<file path="src/rtl/alu_retry_sequencer_pkg.sv">
// rtl/alu_retry_sequencer_pkg.sv - shared opcodes, FSM states and status codes
// Purpose: constants and helpers shared by the retry sequencer and its tests.
// Contents: ALU opcode constants, sequencer state enum, response status codes,
//           and the opcode-to-checker selection function.
package alu_retry_sequencer_pkg;

  localparam logic [4:0] OP_ADD = 5'd0;
  localparam logic [4:0] OP_SUB = 5'd1;
  localparam logic [4:0] OP_AND = 5'd2;
  localparam logic [4:0] OP_OR  = 5'd3;
  localparam logic [4:0] OP_SLL = 5'd4;
  localparam logic [4:0] OP_SRA = 5'd5;

  typedef enum logic [1:0] {
    S_IDLE,
    S_EXEC,
    S_EVAL,
    S_RESP
  } state_t;

  localparam logic [1:0] STATUS_CLEAN     = 2'd0;
  localparam logic [1:0] STATUS_RECOVERED = 2'd1;
  localparam logic [1:0] STATUS_UNRECOV   = 2'd2;

  // One-hot mask in err_sticky bit order {sll, sra, add} naming the checker
  // that guards this opcode; all-zero when no checker applies.
  function automatic logic [2:0] err_select(input logic [4:0] opcode);
    case (opcode)
      OP_ADD, OP_SUB: return 3'b001;
      OP_SRA:         return 3'b010;
      OP_SLL:         return 3'b100;
      default:        return 3'b000;
    endcase
  endfunction

endpackage

</file>
<file path="src/rtl/sat_counter.sv">
// rtl/sat_counter.sv - saturating up-counter with synchronous clear
// Purpose: counts inc pulses, sticks at all-ones; clr wins over inc.
// Ports: clock, reset (async active-high), inc, clr, count[W-1:0].
module sat_counter #(
  parameter int W = 16
) (
  input  logic         clock,
  input  logic         reset,
  input  logic         inc,
  input  logic         clr,
  output logic [W-1:0] count
);

  always_ff @(posedge clock or posedge reset) begin
    if (reset) begin
      count <= '0;
    end else if (clr) begin
      count <= '0;
    end else if (inc && (count != {W{1'b1}})) begin
      count <= count + 1'b1;
    end
  end

endmodule

</file>
<file path="src/rtl/alu_retry_sequencer.sv">
// rtl/alu_retry_sequencer.sv - issues one ALU op, retries on checker error
// Purpose: accepts an ALU request, drives the external fault-checked ALU from
//          registered operands, re-executes on a relevant checker error up to
//          MAX_RETRY times, returns a tagged response, keeps error statistics.
// Ports: req_* request handshake and payload; inj_* fault-injection controls;
//        alu_* drive to / sample from the ALU; resp_* response handshake and
//        payload; clr_stats, stat_errors, stat_unrecov, err_sticky statistics.
module alu_retry_sequencer
  import alu_retry_sequencer_pkg::*;
#(
  parameter int MAX_RETRY = 3,
  parameter int CNT_W     = 16
) (
  input  logic             clock,
  input  logic             reset,
  input  logic             req_valid,
  output logic             req_ready,
  input  logic [4:0]       req_opcode,
  input  logic [4:0]       req_shamt,
  input  logic [31:0]      req_a,
  input  logic [31:0]      req_b,
  input  logic             inj_flip1,
  input  logic             inj_flip2,
  input  logic             inj_transient,
  output logic [4:0]       alu_opcode,
  output logic [4:0]       alu_shiftamt,
  output logic [31:0]      alu_a,
  output logic [31:0]      alu_b,
  output logic             alu_flip1,
  output logic             alu_flip2,
  input  logic [31:0]      alu_result,
  input  logic             alu_ne,
  input  logic             alu_lt,
  input  logic             alu_add_err,
  input  logic             alu_sra_err,
  input  logic             alu_sll_err,
  output logic             resp_valid,
  input  logic             resp_ready,
  output logic [31:0]      resp_result,
  output logic             resp_ne,
  output logic             resp_lt,
  output logic [1:0]       resp_status,
  output logic [2:0]       resp_attempts,
  input  logic             clr_stats,
  output logic [CNT_W-1:0] stat_errors,
  output logic [CNT_W-1:0] stat_unrecov,
  output logic [2:0]       err_sticky
);

  state_t      state, state_next;
  logic [2:0]  attempt;
  logic        lat_flip1, lat_flip2, lat_transient;
  logic [31:0] smp_result;
  logic        smp_ne, smp_lt;
  logic [2:0]  smp_err;        // {sll, sra, add} captured at end of EXEC

  logic        accept, retry, finish, give_up, err_now;
  logic [1:0]  fin_status;
  logic [2:0]  sticky_set;

  assign req_ready  = (state == S_IDLE);
  assign resp_valid = (state == S_RESP);

  always_ff @(posedge clock or posedge reset) begin
    if (reset) begin
      state <= S_IDLE;
    end else begin
      state <= state_next;
    end
  end

  always_comb begin
    state_next = state;
    accept     = 1'b0;
    retry      = 1'b0;
    finish     = 1'b0;
    give_up    = 1'b0;
    err_now    = 1'b0;
    fin_status = STATUS_CLEAN;
    sticky_set = 3'b000;
    case (state)
      S_IDLE: begin
        if (req_valid) begin
          accept     = 1'b1;
          state_next = S_EXEC;
        end
      end
      S_EXEC: state_next = S_EVAL;
      S_EVAL: begin
        // Only the checker guarding this opcode counts; others are ignored.
        sticky_set = err_select(alu_opcode) & smp_err;
        err_now    = |sticky_set;
        if (err_now && (attempt < 3'(MAX_RETRY))) begin
          retry      = 1'b1;
          state_next = S_EXEC;
        end else begin
          finish     = 1'b1;
          state_next = S_RESP;
          if (err_now) begin
            give_up    = 1'b1;
            fin_status = STATUS_UNRECOV;
          end else if (attempt != 3'd0) begin
            fin_status = STATUS_RECOVERED;
          end
        end
      end
      S_RESP: begin
        if (resp_ready) begin
          state_next = S_IDLE;
        end
      end
      default: state_next = S_IDLE;
    endcase
  end

  // The latched operands live directly in the alu_* output registers, so the
  // ALU sees stable operands from the first EXEC cycle through every retry.
  // Flips are only non-zero while in EXEC.
  always_ff @(posedge clock or posedge reset) begin
    if (reset) begin
      alu_opcode    <= '0;
      alu_shiftamt  <= '0;
      alu_a         <= '0;
      alu_b         <= '0;
      alu_flip1     <= 1'b0;
      alu_flip2     <= 1'b0;
      lat_flip1     <= 1'b0;
      lat_flip2     <= 1'b0;
      lat_transient <= 1'b0;
      attempt       <= '0;
      smp_result    <= '0;
      smp_ne        <= 1'b0;
      smp_lt        <= 1'b0;
      smp_err       <= '0;
      resp_result   <= '0;
      resp_ne       <= 1'b0;
      resp_lt       <= 1'b0;
      resp_status   <= STATUS_CLEAN;
      resp_attempts <= '0;
    end else begin
      if (accept) begin
        alu_opcode    <= req_opcode;
        alu_shiftamt  <= req_shamt;
        alu_a         <= req_a;
        alu_b         <= req_b;
        alu_flip1     <= inj_flip1;
        alu_flip2     <= inj_flip2;
        lat_flip1     <= inj_flip1;
        lat_flip2     <= inj_flip2;
        lat_transient <= inj_transient;
        attempt       <= '0;
      end
      if (state == S_EXEC) begin
        smp_result <= alu_result;
        smp_ne     <= alu_ne;
        smp_lt     <= alu_lt;
        smp_err    <= {alu_sll_err, alu_sra_err, alu_add_err};
        alu_flip1  <= 1'b0;
        alu_flip2  <= 1'b0;
      end
      if (retry) begin
        attempt   <= attempt + 3'd1;
        // Retries are never attempt 0, so a transient fault is not replayed.
        alu_flip1 <= lat_flip1 & ~lat_transient;
        alu_flip2 <= lat_flip2 & ~lat_transient;
      end
      if (finish) begin
        resp_result   <= smp_result;
        resp_ne       <= smp_ne;
        resp_lt       <= smp_lt;
        resp_status   <= fin_status;
        resp_attempts <= attempt;
      end
    end
  end

  always_ff @(posedge clock or posedge reset) begin
    if (reset) begin
      err_sticky <= '0;
    end else if (clr_stats) begin
      err_sticky <= '0;
    end else begin
      err_sticky <= err_sticky | sticky_set;
    end
  end

  sat_counter #(.W(CNT_W)) u_err_cnt (
    .clock (clock),
    .reset (reset),
    .inc   (err_now),
    .clr   (clr_stats),
    .count (stat_errors)
  );

  sat_counter #(.W(CNT_W)) u_unrecov_cnt (
    .clock (clock),
    .reset (reset),
    .inc   (give_up),
    .clr   (clr_stats),
    .count (stat_unrecov)
  );

endmodule

</file>
<file path="config.mk">
export PLATFORM = sky130hd
export DESIGN_NAME = alu_retry_sequencer
export DESIGN_NICKNAME = d
export VERILOG_FILES = /design/src/rtl/alu_retry_sequencer_pkg.sv /design/src/rtl/sat_counter.sv /design/src/rtl/alu_retry_sequencer.sv
export SDC_FILE = /design/constraint.sdc
export NUM_CORES = 1
export LEC_CHECK = 0
export ABC_AREA = 0
export ABC_CLOCK_PERIOD_IN_PS = 9100
export CORE_MARGIN = 4
export CORE_UTILIZATION = 45
export DETAILED_ROUTE_END_ITERATION = 12
export PLACE_DENSITY = 0.76
export SETUP_SLACK_MARGIN = 0.2
export SLEW_MARGIN = 20
export SYNTH_ARGS = -nofsm -noshare
export SYNTH_HDL_FRONTEND = slang
export SYNTH_SLANG_ARGS = --single-unit
export TNS_END_PERCENT = 20
</file>
<file path="constraint.sdc">
create_clock -name clock -period 9.1 [get_ports clock]
set_input_delay 1.82 -clock clock [delete_from_list [all_inputs] [get_ports clock]]
set_output_delay 1.82 -clock clock [all_outputs]
set_load 0.01 [all_outputs]
</file>
run_1/met1.png
The bar under the picture is 50 um long. Supply wires on this layer in gray.
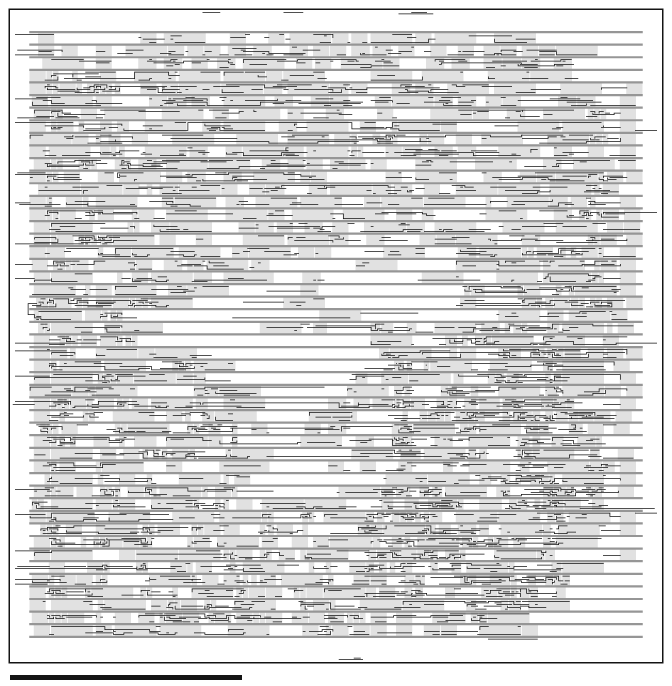
- wire length on this layer: 8560 um
- share of all routed wire: 42%
- longest straight run: 45.1 um
- nets with wire on the layer: 957

run_1/registers.png
The bar under the picture is 50 um long. Other sequential cells in the stronger gray, the rest of the logic in the fainter gray.
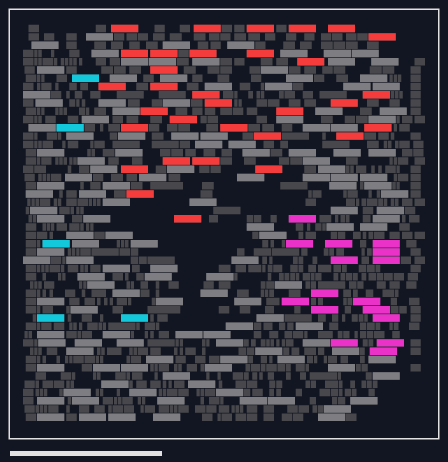
- resp_result: red (flops 32)
- u_unrecov_cnt.count: magenta (flops 16)
- alu_shiftamt: cyan (flops 5)

==> reports/summary.log, run 1 <==
INFO  global_routing via_count_of_the_first_global_routing_pass=6428
INFO  yosys          synth-edff-count=0
INFO  finish         utilization=66.1%
INFO  worst_setup_path arrival=1780ps
INFO  worst_setup_path crit_path_max_fanout=7
INFO  final_timing   max-slew-margin-rel=35.0%
INFO  drt            drt-pass1-iter-count=4
INFO  yosys          syn-mean-instance-area=10.7squm
INFO  drt            post_drt_wl_per_cell=16.6um
INFO  final_timing   rsz0062_at_grt=false
INFO  yosys          ys_cells=738
INFO  power          p_leak=5.05nW
INFO  place          placer_congestion_estimate=0.798
INFO  yosys          top_area_cell=sky130_fd_sc_hd__dfrtp_1
INFO  yosys          synth.distinct_cells=39
INFO  floorplan      fp.dieH=141um
INFO  finish         layout_top_cell=sky130_fd_sc_hd__clkdlybuf4s50_1
INFO  worst_setup_path cp-startpoint=state[0]
INFO  drt            final_ant_viol_nets=0
INFO  drt            detailroute.via_count=6272
INFO  worst_setup_path start_kind=register
INFO  worst_hold_path number_of_instances_on_the_worst_hold_path=2
INFO  cts            cts_made_buffers=17
INFO  yosys          yosys.area_share.adder=0.631%
INFO  floorplan      die_area=19800squm
INFO  yosys          ys_sh_xor=0.110%
INFO  cts            cts.path.max_buffers=2
INFO  final_timing   totalNegativeSetupSlack=0ps
INFO  yosys          synthArstFlopShare=100%
INFO  worst_setup_path worstPathRequired=7280ps
INFO  cts            cts.htree.levels=4
INFO  yosys          yosys.stat.chipArea=7930squm
INFO  worst_setup_path crit-reg2reg-capture=u_unrecov_cnt.count[5]
INFO  floorplan      fp.coreArea=17300squm
INFO  yosys          synth_warn=0
INFO  worst_setup_path worst_setup_path_endpoint=req_ready
INFO  finish         synthToLayoutAreaGrowth=44.2%
INFO  final_timing   timing.final.crit_share=39.5%
INFO  cts            clk_transition_reported_paths=70ps
INFO  global_routing globalRouteTotalUtil=21.0%
INFO  worst_hold_path worstHoldPathType=reg -> reg
INFO  cts            worstSkewPairLatency=420ps
INFO  final_timing   max_freq=278MHz
INFO  global_routing grt_max_degree=122
INFO  floorplan      fp_util=45.9%
INFO  worst_setup_path worst-setup-path-type=reg -> out
INFO  yosys          yosys_register_bits=195
INFO  drt            finalWirelength=20.5mm
INFO  place          numPlacedInstances=1205
INFO  global_routing grt_antenna_before_repair=0
INFO  worst_hold_path hold-path-endpoint=alu_a[26]
INFO  yosys          syn-instance-count=738
INFO  cts            clock_sinks=195
INFO  worst_hold_path timing.hold.worst.start=alu_a[26]
INFO  cts            ctsHoldBuffers=0
INFO  final_timing   timing.clock.skew=10.8ps
INFO  power          power.density=311nW/um^2
INFO  floorplan      io_pins=271
INFO  yosys          synthFlopType=sky130_fd_sc_hd__dfrtp_1
INFO  place          place_hpwl=14.3mm
INFO  global_routing grt_pass1_wl=33.3mm
INFO  finish         number_of_nets_in_the_layout=1122
INFO  yosys          synth_area=7930squm
INFO  job            cap_viol_max_count=0
INFO  worst_setup_path cp-end-kind=output pin
INFO  yosys          fp_nets=861
INFO  finish         fin_cells=1234
INFO  power          vdd_ir_drop_max=0.185mV
INFO  final_timing   final.hold.worst_slack=474ps
INFO  place          buffer_ports.inserted=270
INFO  floorplan      placement_row_count=48
INFO  worst_setup_path r2r.worst_path.cells=5
INFO  finish         layout-drive-gt1-share=11.6%
INFO  run_status     status=completed
INFO  yosys          synth_sequential_area_ratio=61.5%
INFO  yosys          top_cell_area_share=61.5%
INFO  drt            drc_errors=0
INFO  cts            cts_root_buf=sky130_fd_sc_hd__clkbuf_16
INFO  final_timing   setup-violations-final=0
INFO  yosys          top_cell=sky130_fd_sc_hd__nand2_1
INFO  cts            cts_resized=0
INFO  final_timing   worst_slew_pin_slew=976ps
INFO  yosys          synth_simple_gate_area_share=18.5%
INFO  yosys          synth.top_cells.by_count=sky130_fd_sc_hd__nand2_1 (246), sky130_fd_sc_hd__dfrtp_1 (195), sky130_fd_sc_hd__mux2_2 (77), sky130_fd_sc_hd__clkbuf_1 (30), sky130_fd_sc_hd__a21oi_1 (27)
run_1/port_nets.png
The bar under the picture is 50 um long.
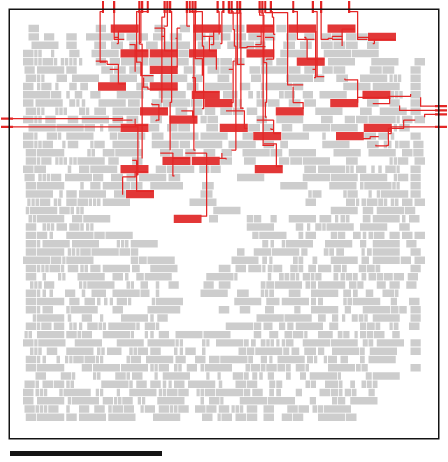
- resp_result: red (bits 32; direction output; end cells 32; wire 1270 um)

run 1: flip-flops by register name, indices dropped and copies added (netlist names), 2 cells and up:
name and count:
attempt 3, resp_attempts 3, u_unrecov_cnt.count 16, state 2
alu_shiftamt 5, resp_status 2, u_err_cnt.count 16, resp_result 32
alu_a 32, alu_opcode 5, alu_b 32, smp_result 32
err_sticky 3, smp_err 3
run 1: layout make-up:
cell class / instances / area [sq um]
clock buffers: 21 / 470
clock inverters: 8 / 104
fillers: 1371 / 5860
inverters: 13 / 56.3
multi-input cells: 495 / 2890
flip-flops and latches: 195 / 4880
well taps: 225 / 282
repair buffers: 277 / 2760
run 1: stage by stage:
step	area, sq um	setup WS [ps]	total power [mW]
2_1_floorplan	7930	1970	2.10
3_3_place_gp	10900	5120	2.81
3_5_place_dp	10900	5120	2.85
4_1_cts	11400	5490	3.60
5_1_grt	11400	5330	3.78
6_report	11400	5500	3.56
run 1: layer usage:
metal / vias to the layer above / share of wire, % / wire (um) / track usage [%]
li1: 3009 / - / - / -
met1: 3026 / 42 / 8560 / 26.3
met2: 213 / 47 / 9710 / 33.2
met3: 24 / 9.2 / 1890 / 8.31
met4: 0 / 1.8 / 380 / 7.24
met5: - / 0 / 0 / 0
run 1: power breakdown:
group	internal, mW	total [mW]	switching, mW	leakage [nW]
clock network	0.424	0.740	0.317	0.281
registers	1.21	1.42	0.202	2.45
logic	0.787	1.40	0.615	2.32
total	2.43	3.56	1.13	5.05
run 1: worst max-delay path, cell delays in order, from the launching register on:
cell and delay [ps]:
sky130_fd_sc_hd__dfrtp_1 480, sky130_fd_sc_hd__nor2_1 270, sky130_fd_sc_hd__clkdlybuf4s50_1 610
run_1/metal_stack.png
Two of the layers only.
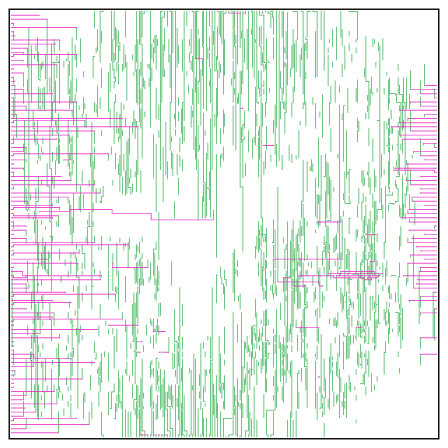

==> inputs of run 2 (changes only) <==
--- a/config.mk
+++ b/config.mk
@@ -6,11 +6,11 @@
 export NUM_CORES = 1
 export LEC_CHECK = 0
 export ABC_AREA = 0
-export ABC_CLOCK_PERIOD_IN_PS = 9100
+export ABC_CLOCK_PERIOD_IN_PS = 3140
 export CORE_MARGIN = 4
-export CORE_UTILIZATION = 45
+export CORE_UTILIZATION = 41
 export DETAILED_ROUTE_END_ITERATION = 12
-export PLACE_DENSITY = 0.76
+export PLACE_DENSITY = 0.73
 export SETUP_SLACK_MARGIN = 0.2
 export SLEW_MARGIN = 20
 export SYNTH_ARGS = -nofsm -noshare
==> constraint.sdc (replaced) <==
create_clock -name clock -period 3.14 [get_ports clock]
set_input_delay 0.628 -clock clock [delete_from_list [all_inputs] [get_ports clock]]
set_output_delay 0.628 -clock clock [all_outputs]
set_load 0.01 [all_outputs]
run_2/metal_stack.png
Two of the layers only.
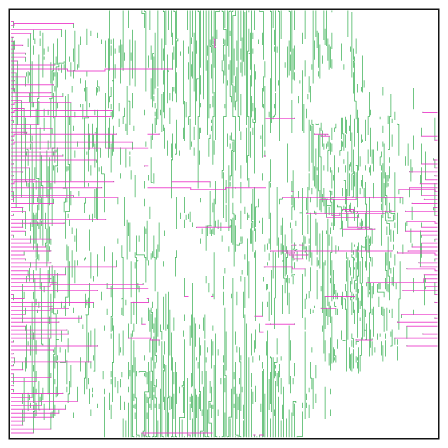
- met2: green (wire length 10200 um)
- met3: magenta (wire length 2070 um)
gr usage total: 19.8%
final routed wirelength across all metal layers: 21.2 mm
vias post-DR: 6319
post-detailed-route wirelength per cell: 16.6 um

run_2/final_congestion.png
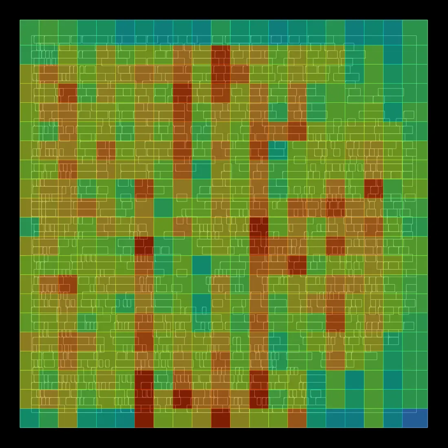
busiest metal layer after global routing: met2
end-of-flow core utilization: 61.5%
GR Layer Usage met3: 8.64%
GR met2 Demand/Resource: 31.8%
met1 Resource Use GR: 24.6%

run_2/port_nets.png
The bar under the picture is 50 um long.
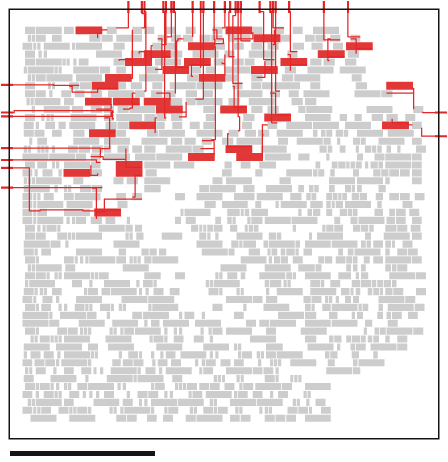
I/O pin total: 271
Port Buffers: 270

==> run 2 against run 1 <==
Effect of this change: routed wire length increased by 3.4%; sequential power increased to 2.9 times the previous value; final cell count increased by 3.7%; hold slack about the same; sequential share of layout area decreased by 0.65 points; critical path type is now reg -> reg; largest power group is now combinational logic; highest routed layer unchanged.
==> reports/summary.log, run 2 <==
INFO  yosys          top_cell_area_share=61.5% [unchanged]
INFO  worst_setup_path critical_path.max_stage_delay=470ps [-140 ps]
INFO  cts            cts.path.max_buffers=2 [unchanged]
INFO  yosys          synth_sequential_area_ratio=61.5% [unchanged]
INFO  worst_setup_path critical_path_cell_count=6 [+4]
INFO  place          place_hpwl=15.4mm [+7.7%]
INFO  place          placer_congestion_estimate=0.844 [+5.8%]
INFO  yosys          yosys.stat.chipArea=7930squm [unchanged]
INFO  yosys          synth_warn=0 [unchanged]
INFO  floorplan      fp.coreArea=18900squm [+9.2%]
INFO  cts            cts_resized=0 [unchanged]
INFO  finish         design_area=11600squm [+1.6%]
INFO  final_timing   totalNegativeSetupSlack=0ps [unchanged]
INFO  cts            clock_sinks=195 [unchanged]
INFO  cts            ctsHoldBuffers=0 [unchanged]
INFO  worst_setup_path worstPathBufferInverterCount=1 [unchanged]
INFO  worst_setup_path crit_path_max_fanout=14 [+7]
INFO  floorplan      die_area=21600squm [+9.2%]
INFO  power          pwr-share-clk=20.9% [about the same]
INFO  finish         layout_top_cell=sky130_fd_sc_hd__clkdlybuf4s50_1
INFO  worst_setup_path cp-end-kind=register
INFO  power          power.density=895nW/um^2 [+190%]
INFO  floorplan      fp_util=42.0% [-3.9 points]
INFO  cts            worstSkewPairLatency=430ps [about the same]
INFO  global_routing grt_max_degree=92 [-25%]
INFO  power          p_leak=5.10nW [+1.1%]
INFO  worst_setup_path start_kind=register
INFO  final_timing   timing.final.crit_share=76.9%
INFO  final_timing   worst_slew_pin_slew=738ps [-238 ps]
INFO  finish         synthToLayoutAreaGrowth=46.4%
INFO  final_timing   rsz0062_at_grt=false
INFO  drt            drt-pass1-iter-count=5 [+1]
INFO  floorplan      placement_row_count=50 [+4.2%]
INFO  yosys          yosys_register_bits=195 [unchanged]
INFO  power          combinationalPowerShare=40.0% [+0.6 points]
INFO  place          numPlacedInstances=1248 [+3.6%]
INFO  yosys          synthArstFlopShare=100% [unchanged]
INFO  worst_hold_path number_of_instances_on_the_worst_hold_path=2 [unchanged]
INFO  power          vdd_ir_drop_max=0.520mV [+180%]
INFO  cts            clk_transition_reported_paths=80ps [about the same]
INFO  worst_setup_path worstPathRequired=3490ps [-3790 ps]
INFO  cts            cts_made_buffers=17 [unchanged]
INFO  power          netSwitchingPower=3.46mW [+200%]
INFO  yosys          ys_cells=738 [unchanged]
INFO  worst_setup_path timing.critical_path.slowest_stage_cell=sky130_fd_sc_hd__or4_1
INFO  final_timing   timing.clock.skew=11.3ps [+0.524 ps]
INFO  yosys          synth_area=7930squm [unchanged]
INFO  global_routing via_count_of_the_first_global_routing_pass=6354 [-1.2%]
INFO  run_status     status=completed
INFO  worst_setup_path path_cells=nor3_1, and2_1, nand3_1, buf_4, or4_1, a21oi_1
INFO  cts            cts.htree.levels=4 [unchanged]
INFO  yosys          top_cell=sky130_fd_sc_hd__nand2_1
INFO  cts            cts_root_buf=sky130_fd_sc_hd__clkbuf_16
INFO  finish         layout-drive-gt1-share=12.6% [+1.1 points]
INFO  global_routing grt_antenna_before_repair=0 [unchanged]
INFO  final_timing   max-slew-margin-rel=50.6% [+16 points]
INFO  job            cap_viol_max_count=0 [unchanged]
INFO  finish         number_of_nets_in_the_layout=1130 [+0.71%]
INFO  drt            final_ant_viol_nets=0 [unchanged]
INFO  final_timing   setup-violations-final=0 [unchanged]
INFO  place          place_area=11000squm [+1.4%]
INFO  final_timing   max_freq=414MHz
INFO  yosys          synthFlopType=sky130_fd_sc_hd__dfrtp_1
INFO  worst_setup_path r2r.worst_path.cells=6 [+1]
-- run 2: cell counts after synthesis --
No cell type changed its count.
-- run 2: layout make-up --
type | instances | area, sq um | area share (%)
Multi-Input combinational cell | 495 | 2890 | 24.9
Tap cell | 260 | 325 | 2.80
Clock inverter | 15 | 176 | 1.52
Timing Repair Buffer | 285 | 2870 | 24.7
Inverter | 13 | 52.6 | 0.453
Sequential cell | 195 | 4880 | 42.0
Clock buffer | 17 | 425 | 3.66
-- run 2: per-stage QoR --
stage                     hold slack, ps  worst slack, ps
final                                474              725
after global placement               456              752
after global routing                 492              516
after detailed placement             461              761
after floorplan                      446            -6.40
after CTS                            480              710
-- run 2: power groups by stage --
stage | registers, mW | logic (mW) | clock network [mW]
5_1_grt | 4.21 | 4.52 | 2.33
3_3_place_gp | 4.07 | 4.16 | 0
2_1_floorplan | 4.37 | 1.71 | 0
4_1_cts | 4.07 | 4.23 | 2.23
3_5_place_dp | 4.11 | 4.22 | 0
6_report | 4.07 | 4.15 | 2.17
-- run 2: kinds of logic after synthesis --
family	share of synthesized area, %
xor+xnor	0.110
simple gates	18.5
buf+inv	2.29
fa+ha+maj	0.631
flops	61.5
mux	11.3
compound gates	5.68
-- run 2: per-layer routing --
layer,part of all wire [%],global-route usage (%),vias up
met5,0,0,-
met1,41,24.6,3040
met4,1.9,5.59,0
li1,-,-,3028
met2,48,31.8,224
met3,9.8,8.64,27
-- run 2: final timing paths --
check | start | to
max | alu_opcode[3] | u_unrecov_cnt.count[6]
min | alu_b[31] | alu_b[31]
max reg2reg | alu_opcode[3] | u_unrecov_cnt.count[6]
min reg2reg | alu_b[31] | alu_b[31]
max in group asynchronous | reset | u_err_cnt.count[3]
min in group asynchronous | reset | smp_result[7]
No activity file was given, so power comes from the tool's default toggle rates.
